[src/rtl/song_pkg.sv]
// Shared types, note codes and table-entry helpers for the song playback controller.
package song_pkg;

   localparam int ENTRY_W = 6;

   typedef logic [ENTRY_W-1:0] entry_t;

   typedef enum logic [1:0] {
      ST_IDLE  = 2'd0,
      ST_PLAY  = 2'd1,
      ST_PAUSE = 2'd2,
      ST_DONE  = 2'd3
   } state_e;

   localparam logic [3:0] NOTE_REST = 4'd0;
   localparam logic [3:0] NOTE_C    = 4'd1;
   localparam logic [3:0] NOTE_CS   = 4'd2;
   localparam logic [3:0] NOTE_D    = 4'd3;
   localparam logic [3:0] NOTE_DS   = 4'd4;
   localparam logic [3:0] NOTE_E    = 4'd5;
   localparam logic [3:0] NOTE_F    = 4'd6;
   localparam logic [3:0] NOTE_FS   = 4'd7;
   localparam logic [3:0] NOTE_G    = 4'd8;
   localparam logic [3:0] NOTE_GS   = 4'd9;
   localparam logic [3:0] NOTE_A    = 4'd10;
   localparam logic [3:0] NOTE_AS   = 4'd11;
   localparam logic [3:0] NOTE_B    = 4'd12;

   function automatic entry_t make_entry(input logic [3:0] note, input logic [1:0] dur);
      return {note, dur};
   endfunction

   function automatic logic [3:0] entry_note(input entry_t e);
      return e[5:2];
   endfunction

   function automatic logic [1:0] entry_dur(input entry_t e);
      return e[1:0];
   endfunction

endpackage

[src/rtl/song_rom.sv]
// Fixed note table for the music player. Each entry is {note, dur}; the note
// lasts dur+1 beats. Addresses at or beyond the song length read as a rest.
module song_rom
   import song_pkg::*;
#(
   parameter int SONG_LEN = 32
) (
   input  logic [4:0] addr_i,
   output entry_t     entry_o
);

   localparam logic [5:0] LEN = 6'(SONG_LEN);

   always_comb begin
      // NOTE: default assignment first keeps this block free of inferred latches.
      entry_o = make_entry(NOTE_REST, 2'd0);
      if ({1'b0, addr_i} < LEN) begin
         case (addr_i)
            5'd0:  entry_o = make_entry(NOTE_C,    2'd0);
            5'd1:  entry_o = make_entry(NOTE_E,    2'd1);
            5'd2:  entry_o = make_entry(NOTE_REST, 2'd0);
            5'd3:  entry_o = make_entry(NOTE_G,    2'd0);
            5'd4:  entry_o = make_entry(NOTE_A,    2'd1);
            5'd5:  entry_o = make_entry(NOTE_G,    2'd0);
            5'd6:  entry_o = make_entry(NOTE_F,    2'd0);
            5'd7:  entry_o = make_entry(NOTE_E,    2'd0);
            5'd8:  entry_o = make_entry(NOTE_D,    2'd1);
            5'd9:  entry_o = make_entry(NOTE_REST, 2'd0);
            5'd10: entry_o = make_entry(NOTE_CS,   2'd0);
            5'd11: entry_o = make_entry(NOTE_DS,   2'd0);
            5'd12: entry_o = make_entry(NOTE_FS,   2'd0);
            5'd13: entry_o = make_entry(NOTE_GS,   2'd0);
            5'd14: entry_o = make_entry(NOTE_AS,   2'd0);
            5'd15: entry_o = make_entry(NOTE_B,    2'd1);
            5'd16: entry_o = make_entry(NOTE_C,    2'd3);
            5'd17: entry_o = make_entry(NOTE_B,    2'd0);
            5'd18: entry_o = make_entry(NOTE_A,    2'd0);
            5'd19: entry_o = make_entry(NOTE_G,    2'd0);
            5'd20: entry_o = make_entry(NOTE_F,    2'd1);
            5'd21: entry_o = make_entry(NOTE_E,    2'd0);
            5'd22: entry_o = make_entry(NOTE_D,    2'd0);
            5'd23: entry_o = make_entry(NOTE_C,    2'd1);
            5'd24: entry_o = make_entry(NOTE_REST, 2'd1);
            5'd25: entry_o = make_entry(NOTE_E,    2'd0);
            5'd26: entry_o = make_entry(NOTE_G,    2'd0);
            5'd27: entry_o = make_entry(NOTE_E,    2'd0);
            5'd28: entry_o = make_entry(NOTE_D,    2'd1);
            5'd29: entry_o = make_entry(NOTE_B,    2'd0);
            5'd30: entry_o = make_entry(NOTE_D,    2'd0);
            5'd31: entry_o = make_entry(NOTE_C,    2'd3);
         endcase
      end
   end

endmodule

[src/rtl/song_ctrl.sv]
// Playback controller: internal beat timebase, note-table sequencing and the
// play/pause/stop/loop/tempo FSM driving the downstream tone divider.
module song_ctrl
   import song_pkg::*;
#(
   parameter logic [31:0] DIV0     = 32'd3750000,
   parameter logic [31:0] DIV1     = 32'd2812500,
   parameter logic [31:0] DIV2     = 32'd5000000,
   parameter logic [31:0] DIV3     = 32'd7500000,
   parameter int          SONG_LEN = 32
) (
   input  logic       clkin,
   input  logic       rst_n,
   input  logic       play,
   input  logic       pause,
   input  logic       stop,
   input  logic       loop_en,
   input  logic [1:0] tempo_sel,
   output logic [3:0] note_code,
   output logic       note_valid,
   output logic [4:0] step_idx,
   output logic       beat_tick,
   output logic       busy,
   output logic       done
);

   localparam logic [4:0] LAST_IDX = 5'(SONG_LEN - 1);

   state_e      state_q;
   logic [31:0] count_q;
   logic [31:0] divn_act_q;
   logic [1:0]  beats_left_q;
   logic [4:0]  step_idx_q;
   logic [3:0]  note_code_q;
   logic        note_valid_q;
   logic        beat_tick_q;
   logic        busy_q;
   logic        done_q;

   logic [31:0] div_sel;
   logic [4:0]  rom_addr;
   entry_t      rom_entry;
   logic        tick;
   logic        last_entry;
   logic        song_end;

   always_comb begin
      case (tempo_sel)
         2'd0:    div_sel = DIV0;
         2'd1:    div_sel = DIV1;
         2'd2:    div_sel = DIV2;
         default: div_sel = DIV3;
      endcase
   end

   // The ROM is always addressed with the entry that would be loaded next.
   assign last_entry = (step_idx_q == LAST_IDX);
   assign rom_addr   = (state_q == ST_PLAY && !last_entry) ? step_idx_q + 5'd1 : 5'd0;
   assign tick       = (state_q == ST_PLAY) && (count_q >= divn_act_q);
   assign song_end   = tick && (beats_left_q == 2'd0) && last_entry && !loop_en;

   song_rom #(
      .SONG_LEN (SONG_LEN)
   ) u_rom (
      .addr_i  (rom_addr),
      .entry_o (rom_entry)
   );

   always_ff @(posedge clkin or negedge rst_n) begin
      if (!rst_n) begin
         state_q      <= ST_IDLE;
         count_q      <= '0;
         divn_act_q   <= DIV0;
         beats_left_q <= '0;
         step_idx_q   <= '0;
         note_code_q  <= NOTE_REST;
         note_valid_q <= 1'b0;
         beat_tick_q  <= 1'b0;
         busy_q       <= 1'b0;
         done_q       <= 1'b0;
      end else begin
         // NOTE: pulses default low every cycle and are raised only where they fire.
         beat_tick_q <= 1'b0;
         done_q      <= 1'b0;
         if (stop) begin
            state_q      <= ST_IDLE;
            count_q      <= '0;
            beats_left_q <= '0;
            step_idx_q   <= '0;
            note_code_q  <= NOTE_REST;
            note_valid_q <= 1'b0;
            busy_q       <= 1'b0;
         end else begin
            case (state_q)
               ST_IDLE: begin
                  if (play) begin
                     state_q      <= ST_PLAY;
                     step_idx_q   <= 5'd0;
                     note_code_q  <= entry_note(rom_entry);
                     beats_left_q <= entry_dur(rom_entry);
                     note_valid_q <= 1'b1;
                     busy_q       <= 1'b1;
                     count_q      <= 32'd1;
                     divn_act_q   <= div_sel;
                  end
               end
               ST_PLAY: begin
                  if (tick) begin
                     count_q     <= 32'd1;
                     beat_tick_q <= 1'b1;
                     divn_act_q  <= div_sel;
                     if (beats_left_q != 2'd0) begin
                        beats_left_q <= beats_left_q - 2'd1;
                     end else if (!song_end) begin
                        step_idx_q   <= rom_addr;
                        note_code_q  <= entry_note(rom_entry);
                        beats_left_q <= entry_dur(rom_entry);
                     end
                  end else begin
                     count_q <= count_q + 32'd1;
                  end
                  // Song end wins over a coincident pause; otherwise the tick completes first.
                  if (song_end) begin
                     state_q      <= ST_DONE;
                     done_q       <= 1'b1;
                     note_valid_q <= 1'b0;
                     busy_q       <= 1'b0;
                     step_idx_q   <= 5'd0;
                     note_code_q  <= NOTE_REST;
                     count_q      <= '0;
                  end else if (pause) begin
                     state_q      <= ST_PAUSE;
                     note_valid_q <= 1'b0;
                  end
               end
               ST_PAUSE: begin
                  if (play) begin
                     state_q      <= ST_PLAY;
                     note_valid_q <= 1'b1;
                  end
               end
               default: begin
                  state_q <= ST_IDLE;
               end
            endcase
         end
      end
   end

   assign note_code  = note_code_q;
   assign note_valid = note_valid_q;
   assign step_idx   = step_idx_q;
   assign beat_tick  = beat_tick_q;
   assign busy       = busy_q;
   assign done       = done_q;

endmodule

[config.mk]
export PLATFORM = sky130hd
export DESIGN_NAME = song_ctrl
export DESIGN_NICKNAME = d
export VERILOG_FILES = /design/src/rtl/song_pkg.sv /design/src/rtl/song_rom.sv /design/src/rtl/song_ctrl.sv
export SDC_FILE = /design/constraint.sdc
export NUM_CORES = 1
export LEC_CHECK = 0
export CORE_MARGIN = 2
export CORE_UTILIZATION = 37
export CTS_CLUSTER_DIAMETER = 80
export DETAILED_ROUTE_END_ITERATION = 8
export PLACE_DENSITY = 0.58
export SLEW_MARGIN = 20
export SYNTH_ARGS = -nofsm -noshare
export SYNTH_HDL_FRONTEND = slang
export SYNTH_SLANG_ARGS = --single-unit
[constraint.sdc]
create_clock -name clkin -period 9.1 [get_ports clkin]
set_clock_uncertainty 0.2 [all_clocks]
set_input_delay 1.82 -clock clkin [delete_from_list [all_inputs] [get_ports clkin]]
set_output_delay 1.82 -clock clkin [all_outputs]
set_load 0.005 [all_outputs]
Metal 2:
Cells faint in the background.
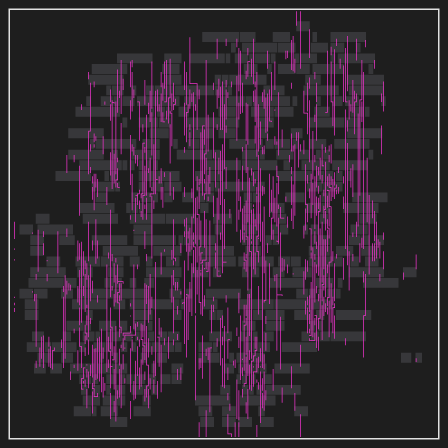
- nets with wire on the layer: 405
- main direction: vertical
- wire length on this layer: 4430 um

M1 wires:
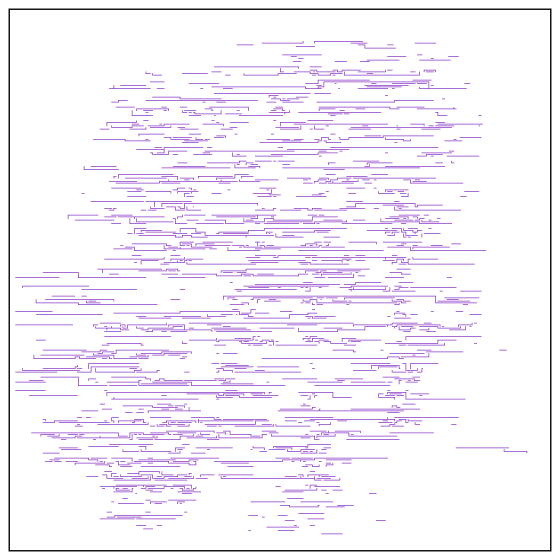
- longest straight run: 42.8 um
- main direction: horizontal
- share of all routed wire: 49%
- wire length on this layer: 4860 um
- nets with wire on the layer: 455
drt total wl: 9.83 mm
M1 GR Usage: 0.257

Cell outlines without signal wires:
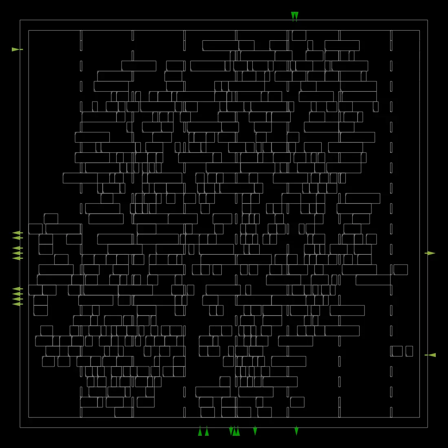
register fraction of the total cell area: 0.332
TAP cells: 140
Final Non-Filler Cells: 594
Core ar.: 10800 um2
FILL cells: 1060

Cell area per tile:
11 x 11 tiles, from white (low) to dark blue (high), 0 to 100% covered.
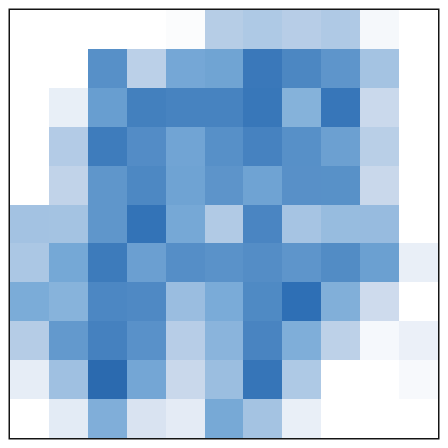
- emptiest ninth of the die: south-east
- tiles over 75% full: 0.80%
- fullest tile: 77%
- densest ninth of the die: centre
- mean over tiles: 38%
- nearly empty tiles: 19%
final core occ: 0.427
fp_density: 0.377

==> results.txt <==
run results: Switch Pwr=186 uW, pwr/cell area=147 nW/um2, aoi share=0.196, RD Place Congestion=0.840, yosys cell count=431, grt ovf=0, internal reg-to-reg setup slack=5180 ps, Seq cells=61, Lkg Pwr=0.00198 uW, initial antenna violation count=0, Clk pwr share=0.402, DRC Markers=0, clock group power=273 uW, Port-buffer cells=20, Top cells excl fill/tap=dfrtp_1, nor2_1, ha_1, CTS Root Cell=clkbuf_8, die span in y=109 um, Flop pwr share=0.443, Flops after synth=61, XOR Share, Synth=0.0301, dominant logic cell type in the layout=dfrtp_1, antenna cells=0, first-pass GRT wire length=16.9 mm, layout cells sized above 1=0.106, Worst IR Drop VDD=0.0811 mV, Worst Setup EP=note_code[1], Yosys warnings=0, endpoint class of the critical path=flop, Top-area cell share=0.345, status=finished clean, startpoint types=primary input, hpwl dp=6.96 mm, Total Power=680 uW, met2 Resource Use GR=0.275, DRT met1 WL=4.86 mm, Switching Share=0.273, largest net degree at the start of global routing=62, MI comb area=2330 um2, worst-path fanout max=11, post-synth top area cell=dfrtp_1, Post-CTS Setup Bufs=0, Non-Clock Inverter Count=34, met2 routed WL=4.43 mm, cycle use final=0.437, Setup TNS Final=0 ps, largest class=multi-input combinational cells, Worst Slack Setup Final=5120 ps, H-tree levels=3, crit path from=stop, Gate Count Post-Synth=431, GRT Total Usage=0.182, critical path arrival=4000 ps, Floorplan Nets=474, Via density=5.64, hold_sp=divn_act_q[18], final instance area=4610 um2, max reg flops=32
critical path, cell delays in order:
cell	delay (ps)
clkdlybuf4s50_1	640
inv_1	130
o21ai_0	90
buf_4	220
nand2_1	120
o22ai_1	530
nor2_4	130
mux2_2	300
synth_stat cells (3+ instances only):
cell type  number
dfrtp_1        56
nor2_1         36
ha_1           35
inv_1          34
a31oi_1        23
nand3_1        20
nand2_1        19
o21ai_0        17
a21oi_1        15
clkbuf_1       12
nor3_1         10
xor2_1         10
mux2_2          9
nand4_1         8
or3_1           8
mux2i_1         7
nor4_1          7
o2bb2ai_1       7
a41oi_1         6
o21bai_1        6
and4_1          5
dfstp_2         5
a211oi_1        4
and3_1          4
buf_2           4
nand2b_1        4
or4_1           4
xnor2_1         4
a2111oi_0       3
a21o_1          3
nor4_2          3
o211ai_1        3
Power and IR drop assume default switching activity.
